### Supply network

(2 px per um) Pins as bars on the die edge. Tap cells in grey.
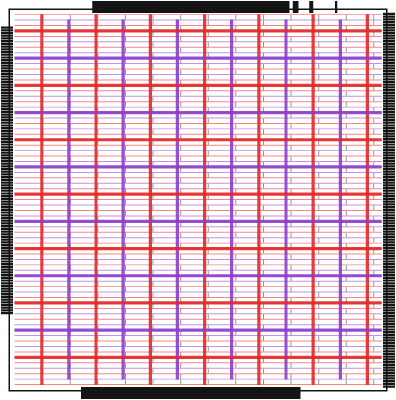
### Cell classes on the final placement

(2 px per um) Fill, decap, tap and diode cells in grey.
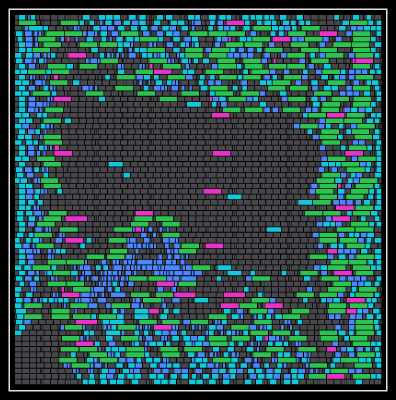
### Routed clock nets over the placement

(2 px per um)
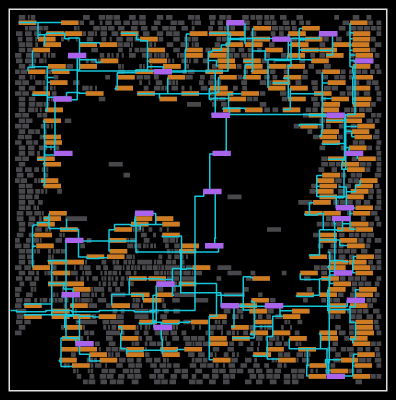
### Wiring by layer

(2 px per um)
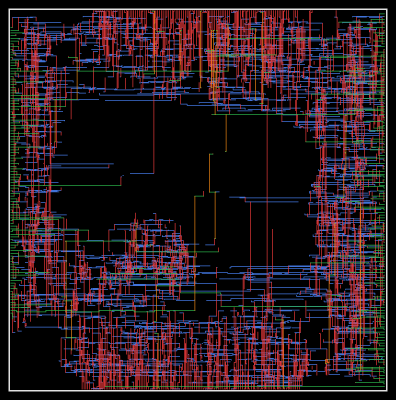
### Routing congestion map

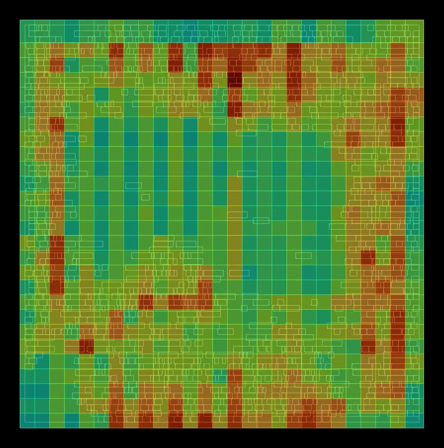
==> config.mk <==
export PLATFORM = sky130hd
export DESIGN_NAME = ddr2_port_arbiter
export DESIGN_NICKNAME = d
export VERILOG_FILES = /design/src/rtl/ddr2_port_arbiter.sv
export SDC_FILE = /design/constraint.sdc
export NUM_CORES = 1
export LEC_CHECK = 0
export CORE_AREA = 2 2 186 188
export DETAILED_ROUTE_END_ITERATION = 10
export DIE_AREA = 0 0 188 190
export PLACE_DENSITY = 0.7
export SLEW_MARGIN = 10
export SYNTH_ARGS = -nofsm -noshare
export SYNTH_HDL_FRONTEND = slang
export SYNTH_SLANG_ARGS = --single-unit
==> constraint.sdc <==
create_clock -name clk -period 2.25 [get_ports clk]
set_input_delay 0.225 -clock clk [delete_from_list [all_inputs] [get_ports clk]]
set_output_delay 0.225 -clock clk [all_outputs]
set_load 0.1 [all_outputs]
==> src/rtl/ddr2_port_arbiter.sv <==
// Two-port round-robin arbiter sharing the DDR2 controller client port.
// Runs one controller transaction at a time, returns data/done to the granted port, watchdogs a hung controller.
module ddr2_port_arbiter #(
    parameter int ADDR_W  = 26,
    parameter int DATA_W  = 64,
    parameter int TIMEOUT = 1023
) (
    input  logic              clk,
    input  logic              rst_n,
    input  logic              p0_req,
    input  logic              p0_we,
    input  logic [ADDR_W-1:0] p0_addr,
    input  logic [DATA_W-1:0] p0_wdata,
    input  logic              p1_req,
    input  logic              p1_we,
    input  logic [ADDR_W-1:0] p1_addr,
    input  logic [DATA_W-1:0] p1_wdata,
    output logic              p0_done,
    output logic [DATA_W-1:0] p0_rdata,
    output logic              p1_done,
    output logic [DATA_W-1:0] p1_rdata,
    output logic              gnt,
    output logic              busy,
    output logic              err,
    output logic [ADDR_W-1:0] c_addr,
    output logic [DATA_W-1:0] c_data_in,
    output logic              c_rd_req,
    output logic              c_wr_req,
    input  logic [DATA_W-1:0] c_data_out,
    input  logic              c_rdy
);

    typedef enum logic [1:0] {
        ST_IDLE      = 2'd0,
        ST_ISSUE     = 2'd1,
        ST_WAIT_BUSY = 2'd2,
        ST_WAIT_DONE = 2'd3
    } state_t;

    localparam logic [15:0] TIMEOUT_C = 16'(TIMEOUT);

    state_t            state_r, state_nx_s;
    logic              ptr_r, ptr_nx_s;
    logic              we_r, we_nx_s;
    logic [15:0]       wdog_r, wdog_nx_s;
    logic              gnt_nx_s, busy_nx_s, err_nx_s;
    logic              c_rd_req_nx_s, c_wr_req_nx_s;
    logic              p0_done_nx_s, p1_done_nx_s;
    logic [ADDR_W-1:0] c_addr_nx_s;
    logic [DATA_W-1:0] c_data_in_nx_s, p0_rdata_nx_s, p1_rdata_nx_s;
    logic [1:0]        req_s;
    logic              win_s;
    logic              finish_s, load_rdata_s;
    logic [DATA_W-1:0] fin_rdata_s;

    // The port completing this cycle sits out so it cannot be regranted off a stale req
    assign req_s = {p1_req & ~p1_done, p0_req & ~p0_done};

    // Round-robin pick: the last-granted port loses a tie, a lone requester always wins
    always_comb begin
        win_s = 1'b0;
        case (req_s)
            2'b01:   win_s = 1'b0;
            2'b10:   win_s = 1'b1;
            2'b11:   win_s = ~ptr_r;
            default: win_s = 1'b0;
        endcase
    end

    // Next-state and next-output logic for the controller handshake FSM
    always_comb begin
        state_nx_s     = state_r;
        ptr_nx_s       = ptr_r;
        we_nx_s        = we_r;
        wdog_nx_s      = wdog_r;
        gnt_nx_s       = gnt;
        err_nx_s       = err;
        c_rd_req_nx_s  = c_rd_req;
        c_wr_req_nx_s  = c_wr_req;
        c_addr_nx_s    = c_addr;
        c_data_in_nx_s = c_data_in;
        p0_done_nx_s   = 1'b0;
        p1_done_nx_s   = 1'b0;
        p0_rdata_nx_s  = p0_rdata;
        p1_rdata_nx_s  = p1_rdata;
        finish_s       = 1'b0;
        load_rdata_s   = 1'b0;
        fin_rdata_s    = {DATA_W{1'b0}};
        case (state_r)
            ST_IDLE: begin
                if (c_rdy && (req_s != 2'b00)) begin
                    gnt_nx_s       = win_s;
                    we_nx_s        = win_s ? p1_we : p0_we;
                    c_addr_nx_s    = win_s ? p1_addr : p0_addr;
                    c_data_in_nx_s = win_s ? p1_wdata : p0_wdata;
                    state_nx_s     = ST_ISSUE;
                end else begin
                    state_nx_s = ST_IDLE;
                end
            end
            ST_ISSUE: begin
                c_rd_req_nx_s = ~we_r;
                c_wr_req_nx_s = we_r;
                wdog_nx_s     = 16'd0;
                state_nx_s    = ST_WAIT_BUSY;
            end
            ST_WAIT_BUSY: begin
                if (!c_rdy) begin
                    c_rd_req_nx_s = 1'b0;
                    c_wr_req_nx_s = 1'b0;
                    wdog_nx_s     = 16'd0;
                    state_nx_s    = ST_WAIT_DONE;
                end else if (wdog_r == TIMEOUT_C) begin
                    finish_s     = 1'b1;
                    load_rdata_s = 1'b1;
                    err_nx_s     = 1'b1;
                end else begin
                    wdog_nx_s = wdog_r + 16'd1;
                end
            end
            ST_WAIT_DONE: begin
                if (c_rdy) begin
                    finish_s     = 1'b1;
                    load_rdata_s = ~we_r;
                    fin_rdata_s  = c_data_out;
                end else if (wdog_r == TIMEOUT_C) begin
                    finish_s     = 1'b1;
                    load_rdata_s = 1'b1;
                    err_nx_s     = 1'b1;
                end else begin
                    wdog_nx_s = wdog_r + 16'd1;
                end
            end
            default: begin
                state_nx_s    = ST_IDLE;
                c_rd_req_nx_s = 1'b0;
                c_wr_req_nx_s = 1'b0;
            end
        endcase

        // Normal completion and watchdog expiry both retire the transaction the same way
        if (finish_s) begin
            state_nx_s    = ST_IDLE;
            ptr_nx_s      = gnt;
            c_rd_req_nx_s = 1'b0;
            c_wr_req_nx_s = 1'b0;
            p0_done_nx_s  = ~gnt;
            p1_done_nx_s  = gnt;
        end else begin
            p0_done_nx_s = 1'b0;
            p1_done_nx_s = 1'b0;
        end
        if (load_rdata_s) begin
            if (gnt) begin
                p1_rdata_nx_s = fin_rdata_s;
            end else begin
                p0_rdata_nx_s = fin_rdata_s;
            end
        end else begin
            p0_rdata_nx_s = p0_rdata;
            p1_rdata_nx_s = p1_rdata;
        end
        busy_nx_s = (state_nx_s != ST_IDLE);
    end

    // State, pointer, watchdog and all registered outputs
    always_ff @(posedge clk or negedge rst_n) begin
        if (!rst_n) begin
            state_r   <= ST_IDLE;
            ptr_r     <= 1'b1;
            we_r      <= 1'b0;
            wdog_r    <= 16'd0;
            gnt       <= 1'b0;
            busy      <= 1'b0;
            err       <= 1'b0;
            c_rd_req  <= 1'b0;
            c_wr_req  <= 1'b0;
            c_addr    <= {ADDR_W{1'b0}};
            c_data_in <= {DATA_W{1'b0}};
            p0_done   <= 1'b0;
            p1_done   <= 1'b0;
            p0_rdata  <= {DATA_W{1'b0}};
            p1_rdata  <= {DATA_W{1'b0}};
        end else begin
            state_r   <= state_nx_s;
            ptr_r     <= ptr_nx_s;
            we_r      <= we_nx_s;
            wdog_r    <= wdog_nx_s;
            gnt       <= gnt_nx_s;
            busy      <= busy_nx_s;
            err       <= err_nx_s;
            c_rd_req  <= c_rd_req_nx_s;
            c_wr_req  <= c_wr_req_nx_s;
            c_addr    <= c_addr_nx_s;
            c_data_in <= c_data_in_nx_s;
            p0_done   <= p0_done_nx_s;
            p1_done   <= p1_done_nx_s;
            p0_rdata  <= p0_rdata_nx_s;
            p1_rdata  <= p1_rdata_nx_s;
        end
    end

endmodule

==> flow_summary.ini <==
; yosys + openroad results
[status]
outcome = complete, no violations

[cts]
cts_resized = 0
post_cts_buffers = 0

[synth]
common_cells = 244 x dfrtp_1, 128 x a22o_1, 105 x nand2_1
topCellsByArea = dfrtp_1 60%, a22o_1 11%, mux2i_1 9.2%
yosys_area_um2 = 10100
fp_nets = 1093
syn_avg_cell_area_um2 = 12.1
ys_ff = 245
ys_sh_mux_pct = 9.20
yosysMostFrequentCell = dfrtp_1
ys_async_sr_fraction_pct = 100
synth_top_flop_cell = dfrtp_1
synth_top_area_share_pct = 60.3
yosysSeqAreaShare_pct = 60.6

[critical_path]
endpoint = p1_rdata[49]
worst_ep_required_time_ns = 2.71
worstSetupStartpoint = wdog_r[0]
slowest_delay_ns = 0.40
path_cells = ha_1 -> and3_1 -> and2_2 -> a31o_2 -> nand2_2 -> buf_12 -> a22o_1
critical_path.top_delay_family = simple AND/OR/NAND/NOR gates
path_depth = 7

[final_layout]
lay_top_count = clkdlybuf4s50_1
layout.nonclk_buf_share_pct = 28.9
seqCellArea_um2 = 6130
buffers = 507
antenna_cells = 1
final_util_pct = 46.9
fin_cells = 1785
mostFrequentLayoutCells = 249 x clkdlybuf4s50_1, 243 x buf_4, 242 x dfrtp_1, 128 x a22o_1, 104 x nand2_1

[placement]
post_dp_cell_area_um2 = 15000
io_buffers = 475

[floorplan]
nWellTaps = 455
die_area_um2 = 35700

[final_timing]
max_freq_ghz = 0.480
worstMarginPinSlew_ns = 0.557

[global_routing]
grt_pass1_wl_um = 48700

[routing]
num_vias = 8427

[job]
cap_violations = 0
-- 'Supply network' (at the start) --
net	colour
VDD	purple
VSS	red
signal pins	476
tap cells	455
met1 rails	69
met4 straps	13
met5 straps	13

-- 'Cell classes on the final placement' (at the start) --
class	colour	cells	share of their area
all other logic	blue	530	24%
clock drivers and dummy loads	magenta	47	5.9%
flip-flops	green	245	40%
other buffers and delay cells	cyan	507	30%

-- 'Routed clock nets over the placement' (at the start) --
[flip-flops] orange | count: 245
[clock wires] cyan | length: 3190 um
[cells driving clock nets] purple | count: 27
flops lie	spread over the die
routed clock nets	28
Clock Skew: 0.0121 ns
clk_lat worst skew: 0.53 ns

-- 'Wiring by layer' (at the start) --
layer	colour	wire length
met2	red	15500 um
met4	orange	864 um
met1	blue	12900 um
met3	green	2540 um

-- 'Routing congestion map' (at the start) --
Total Routing Usage GR: 17.2%
GR Util met3: 4.13%
average routed wire per standard cell: 17.8 um
met1 Use GR: 22.1%

